io_fan.png
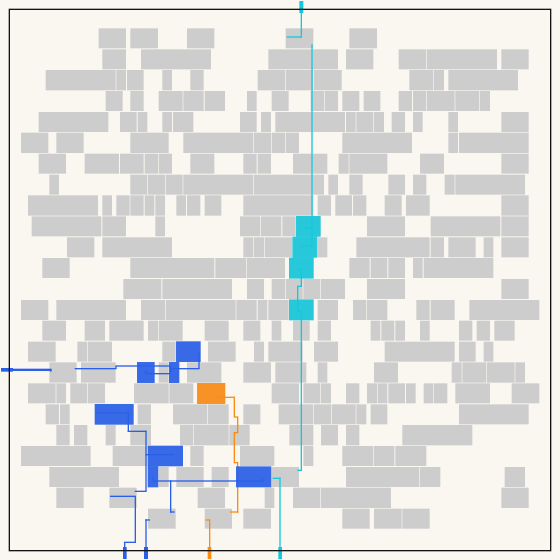
metal_density.png
The bar under the picture is 20 microns long. 14 x 14 tiles, from dark purple (low) to yellow (high), scaled to the fullest tile. Values are wire area over tile area, all layers added.
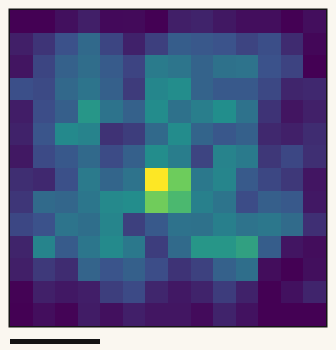
sizes.png
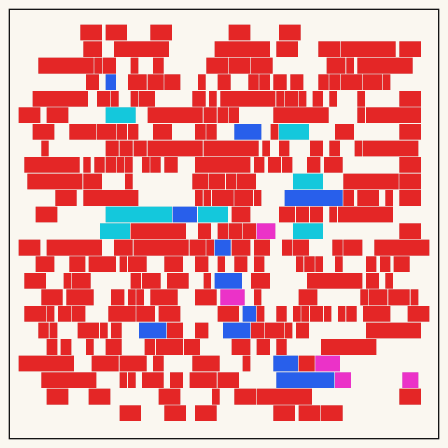
placement_by_type.png
The bar under the picture is 20 microns long.
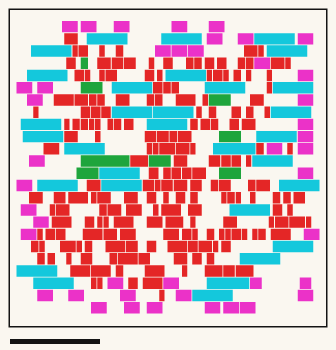
congestion.png
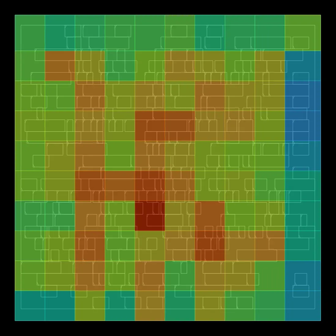
==> src/rtl/exec_seq_pkg.sv <==
// Shared types for the per-PE execution loop sequencer.
// The state encoding is fixed so that debug dumps stay comparable across revisions.
package exec_seq_pkg;

    typedef enum logic [2:0] {
        IDLE  = 3'd0,
        ARM   = 3'd1,
        RUN   = 3'd2,
        DRAIN = 3'd3,
        DONE  = 3'd4
    } exec_state_t;

    localparam logic [2:0] ST_IDLE  = 3'd0;
    localparam logic [2:0] ST_ARM   = 3'd1;
    localparam logic [2:0] ST_RUN   = 3'd2;
    localparam logic [2:0] ST_DRAIN = 3'd3;
    localparam logic [2:0] ST_DONE  = 3'd4;

endpackage

==> src/rtl/vec_step_counter.sv <==
// Wrapping lane counter: counts 0..limit while step is high, wrap flags the last lane.
// count_next is exported so the parent can register signals that depend on the next lane.
module vec_step_counter #(
    parameter int WIDTH = 2
) (
    input  logic             clk,
    input  logic             rstn,
    input  logic             en,
    input  logic             clr,
    input  logic             step,
    input  logic [WIDTH-1:0] limit,
    output logic [WIDTH-1:0] count,
    output logic [WIDTH-1:0] count_next,
    output logic             wrap
);

    assign wrap = (count == limit);

    always_comb begin
        count_next = count;
        if (clr) begin
            count_next = '0;
        end else if (step) begin
            count_next = wrap ? '0 : count + 1'b1;
        end
    end

    always_ff @(posedge clk or negedge rstn) begin
        if (!rstn) begin
            count <= '0;
        end else if (en) begin
            count <= count_next;
        end
    end

endmodule

==> src/rtl/exec_loop_sequencer.sv <==
// Per-PE execution controller: arms the loop, sweeps addr_cmem over the configured
// window, gates the iteration-counter clock and drains the datapath after exec_end.
module exec_loop_sequencer
    import exec_seq_pkg::*;
#(
    parameter int CONFIG_MEM_BITS = 3,
    parameter int VEC_WIDTH       = 4,
    parameter int DRAIN_CYCLES    = 2,
    parameter int CYCLE_BITS      = 16
) (
    input  logic                         clk,
    input  logic                         rstn,
    input  logic                         chip_en,
    input  logic                         start,
    input  logic                         abort,
    input  logic [CONFIG_MEM_BITS-1:0]   loop_start,
    input  logic [CONFIG_MEM_BITS-1:0]   loop_end,
    input  logic [$clog2(VEC_WIDTH)-1:0] vec_size,
    input  logic                         exec_end_in,
    output logic                         start_exec,
    output logic                         start_exec_shifted,
    output logic                         clken_vec,
    output logic [$clog2(VEC_WIDTH)-1:0] vec_counter,
    output logic [CONFIG_MEM_BITS:0]     addr_cmem,
    output logic                         busy,
    output logic                         done,
    output logic                         cfg_err,
    output logic [CYCLE_BITS-1:0]        run_cycles
);

    localparam int VEC_WIDTH_BITS = $clog2(VEC_WIDTH);
    localparam int AW             = CONFIG_MEM_BITS + 1;
    localparam int DRAIN_BITS     = $clog2(DRAIN_CYCLES + 1);

    exec_state_t               state;
    exec_state_t               state_next;
    logic                      start_q;
    logic                      req;
    logic                      bad_bounds;
    logic                      wrap;
    logic                      step_now;
    logic                      end_hit;
    logic                      vc_clr;
    logic                      vc_step;
    logic [VEC_WIDTH_BITS-1:0] vc_next;
    logic [AW-1:0]             addr_next;
    logic [AW-1:0]             ls_ext;
    logic [AW-1:0]             le_ext;
    logic [DRAIN_BITS-1:0]     drain_cnt;
    logic                      clken_next;

    assign req        = start & ~start_q & chip_en;
    assign bad_bounds = (loop_start > loop_end);
    assign ls_ext     = {1'b0, loop_start};
    assign le_ext     = {1'b0, loop_end};
    assign step_now   = (state == RUN) && wrap;
    assign end_hit    = step_now && exec_end_in && (addr_cmem == le_ext);

    assign start_exec = (state == ARM) || (state == RUN);
    assign busy       = (state != IDLE) && (state != DONE);
    assign done       = (state == DONE);

    // abort outranks every state transition; chip_en gating happens at the registers
    always_comb begin
        state_next = state;
        if (abort) begin
            state_next = IDLE;
        end else begin
            case (state)
                IDLE:    if (req) state_next = bad_bounds ? DONE : ARM;
                ARM:     state_next = RUN;
                RUN:     if (end_hit) state_next = DRAIN;
                DRAIN:   if (drain_cnt == '0) state_next = DONE;
                DONE:    if (!start) state_next = IDLE;
                default: state_next = IDLE;
            endcase
        end
    end

    assign vc_clr  = (state == IDLE) || (state_next == IDLE);
    assign vc_step = (state == RUN) && !end_hit;

    vec_step_counter #(
        .WIDTH(VEC_WIDTH_BITS)
    ) u_vec_step_counter (
        .clk        (clk),
        .rstn       (rstn),
        .en         (chip_en),
        .clr        (vc_clr),
        .step       (vc_step),
        .limit      (vec_size),
        .count      (vec_counter),
        .count_next (vc_next),
        .wrap       (wrap)
    );

    // Address stepper: out-of-window addresses snap back to loop_start
    always_comb begin
        addr_next = addr_cmem;
        if (state_next == IDLE) begin
            addr_next = '0;
        end else if ((state == IDLE) && req && !bad_bounds) begin
            addr_next = ls_ext;
        end else if (step_now && !end_hit) begin
            if ((addr_cmem >= le_ext) || (addr_cmem < ls_ext)) begin
                addr_next = ls_ext;
            end else begin
                addr_next = addr_cmem + 1'b1;
            end
        end
    end

    // clken_vec is registered, so it is derived from the next state and next lane
    always_comb begin
        case (state_next)
            IDLE:    clken_next = 1'b1;
            RUN:     clken_next = (vc_next == vec_size);
            DONE:    clken_next = 1'b1;
            default: clken_next = 1'b0;
        endcase
    end

    always_ff @(posedge clk or negedge rstn) begin
        if (!rstn) begin
            start_q <= 1'b1;
        end else begin
            start_q <= start;
        end
    end

    always_ff @(posedge clk or negedge rstn) begin
        if (!rstn) begin
            state              <= IDLE;
            addr_cmem          <= '0;
            clken_vec          <= 1'b1;
            start_exec_shifted <= 1'b0;
            drain_cnt          <= '0;
            cfg_err            <= 1'b0;
            run_cycles         <= '0;
        end else if (chip_en) begin
            state              <= state_next;
            addr_cmem          <= addr_next;
            clken_vec          <= clken_next;
            start_exec_shifted <= (state_next == RUN);

            if (abort) begin
                drain_cnt <= '0;
            end else if ((state == RUN) && end_hit) begin
                drain_cnt <= DRAIN_BITS'(DRAIN_CYCLES - 1);
            end else if ((state == DRAIN) && (drain_cnt != '0)) begin
                drain_cnt <= drain_cnt - 1'b1;
            end

            if (abort) begin
                cfg_err    <= 1'b0;
                run_cycles <= '0;
            end else if ((state == IDLE) && req) begin
                cfg_err <= bad_bounds;
                if (!bad_bounds) begin
                    run_cycles <= '0;
                end
            end else if ((state == RUN) && (run_cycles != {CYCLE_BITS{1'b1}})) begin
                run_cycles <= run_cycles + 1'b1;
            end
        end
    end

endmodule
==> config.mk <==
export PLATFORM = sky130hd
export DESIGN_NAME = exec_loop_sequencer
export DESIGN_NICKNAME = d
export VERILOG_FILES = /design/src/rtl/exec_seq_pkg.sv /design/src/rtl/vec_step_counter.sv /design/src/rtl/exec_loop_sequencer.sv
export SDC_FILE = /design/constraint.sdc
export NUM_CORES = 1
export LEC_CHECK = 0
export CORE_UTILIZATION = 45
export CTS_CLUSTER_SIZE = 8
export DETAILED_ROUTE_END_ITERATION = 8
export GPL_ROUTABILITY_DRIVEN = 0
export HOLD_SLACK_MARGIN = 0.12
export PLACE_DENSITY_LB_ADDON = 0.1
export SLEW_MARGIN = 20
export SYNTH_ARGS = -nofsm -noshare
export SYNTH_HDL_FRONTEND = slang
export SYNTH_SLANG_ARGS = --single-unit
==> constraint.sdc <==
create_clock -name clk -period 6.75 [get_ports clk]
set_clock_uncertainty 0.15 [all_clocks]
set_input_delay 1.0125 -clock clk [delete_from_list [all_inputs] [get_ports clk]]
set_output_delay 1.0125 -clock clk [all_outputs]
set_load 0.02 [all_outputs]
==> flow_summary.yaml <==
# synthesis and place-and-route metrics
synth:
  yosys-stat-cells: 237
  flop_cell: "dfrtp_1"
  ys_seq_frac: 0.3702
  fp_nets: 262
  topCellsByArea: "dfrtp_1 35%, ha_1 6.5%, nand2_1 3.6%"
  synth.mux.area_fraction: 0.02976
  yosys-dominant-comb-family: "simple AND/OR/NAND/NOR gates"
detailed_routing:
  drt-initial-drc-count: 159
  final_antenna_net_count: 0
  top_layer: "met4"
final_layout:
  top_regs: "run_cycles x16, addr_cmem x4, state x3"
  final_cell_mix: "41 x clkdlybuf4s50_1, 29 x dfrtp_1, 20 x nand2_1, 18 x nor2_1, 17 x inv_1"
  inv_count: 17
  largest-register: "run_cycles"
  layout_top_cell: "clkdlybuf4s50_1"
  clkbuf_count: 6
final_timing:
  slew_headroom: 0.3858
  fmax_mhz: 276.4
  hold_ws_ps: 367.0
power:
  pg_seq_mw: 0.196
  p_clk_mw: 0.189
  p_sw_mw: 0.1147
  p_leak_nw: 1.157
  p_seq_frac: 0.429
  p_comb_frac: 0.158
  p_int_mw: 0.3418
  pwr-share-clk: 0.413
worst_hold_path:
  hp-class: "reg2reg"
clocking:
  cts_buffers: 5
  cts_sinks: 31
  cts_tree: "done"
  clkLatencyLatePin_ps: 290
floorplanning:
  initCoreUtil: 0.4762
  die_height_microns: 70.35
  die_area_sq_mm: 0.004948
  nWellTaps: 52
worst_setup_path:
  r2r_start: "addr_cmem[0]"
  cp_slowest_stage_delay_ps: 490
  reg2reg_depth: 9
  path_class: "in2reg"
  r2r_setup_slack_ps: 4070
  worst-path-buf-inv: 2
placed_design:
  port_buffers: 41
  pre_cts_slack_ps: 2836
  place_area_sq_mm: 0.002547
run_status:
  outcome: "complete, no violations"
job:
  maxCapViolCount: 0
  warnings: 26
grt:
  overflow: 0
  grt_pass1_wl_microns: 8652
Notes on io_fan.png above:
colour	port	bits	direction	edge	end cells	buffers	wire
blue	loop_start	3	input	2 bottom, 1 left	8	3	85.0 microns
orange	exec_end_in	1	input	bottom	1	1	23.5 microns
cyan	vec_size	2	input	1 bottom, 1 top	4	2	72.0 microns

Notes on metal_density.png above:
mean over tiles	0.16
densest ninth of the die	middle
nearly empty tiles	6.6%
tiles over half the peak	4.1%
fullest tile	0.65
Routed Wire Length: 4942 microns
All-Layer GR Usage: 0.2204
DR WL/cell: 14.93 microns

Notes on sizes.png above:
colour	size	cells	share
blue	_2 cells	11	3.9%
cyan	_6 and larger	7	2.5%
magenta	_3 and _4 cells	5	1.8%
red	_0 and _1 cells	256	92%
Syn-to-layout area delta: 26.79%
post-route cell area: 0.002665 sq mm
setup ws final: 3133 ps
Buffers excl. clock: 43

Notes on placement_by_type.png above:
colour	class	cells
green	clock drivers and dummy loads	8
magenta	other buffers and delay cells	43
cyan	flops	31
red	combinational and other logic	197
utilization after layout: 0.6037
flop share of the area: 0.2920
core region area: 0.004414 sq mm
row cnt: 24

Notes on congestion.png above:
Most Used Layer, Global Route: met2
met1 global-route usage: 0.3053
met2 Track Usage GR: 0.3460
met3 track demand over resource: 0.05339

Power figures rest on the tool's default switching activity, not on a simulated workload.
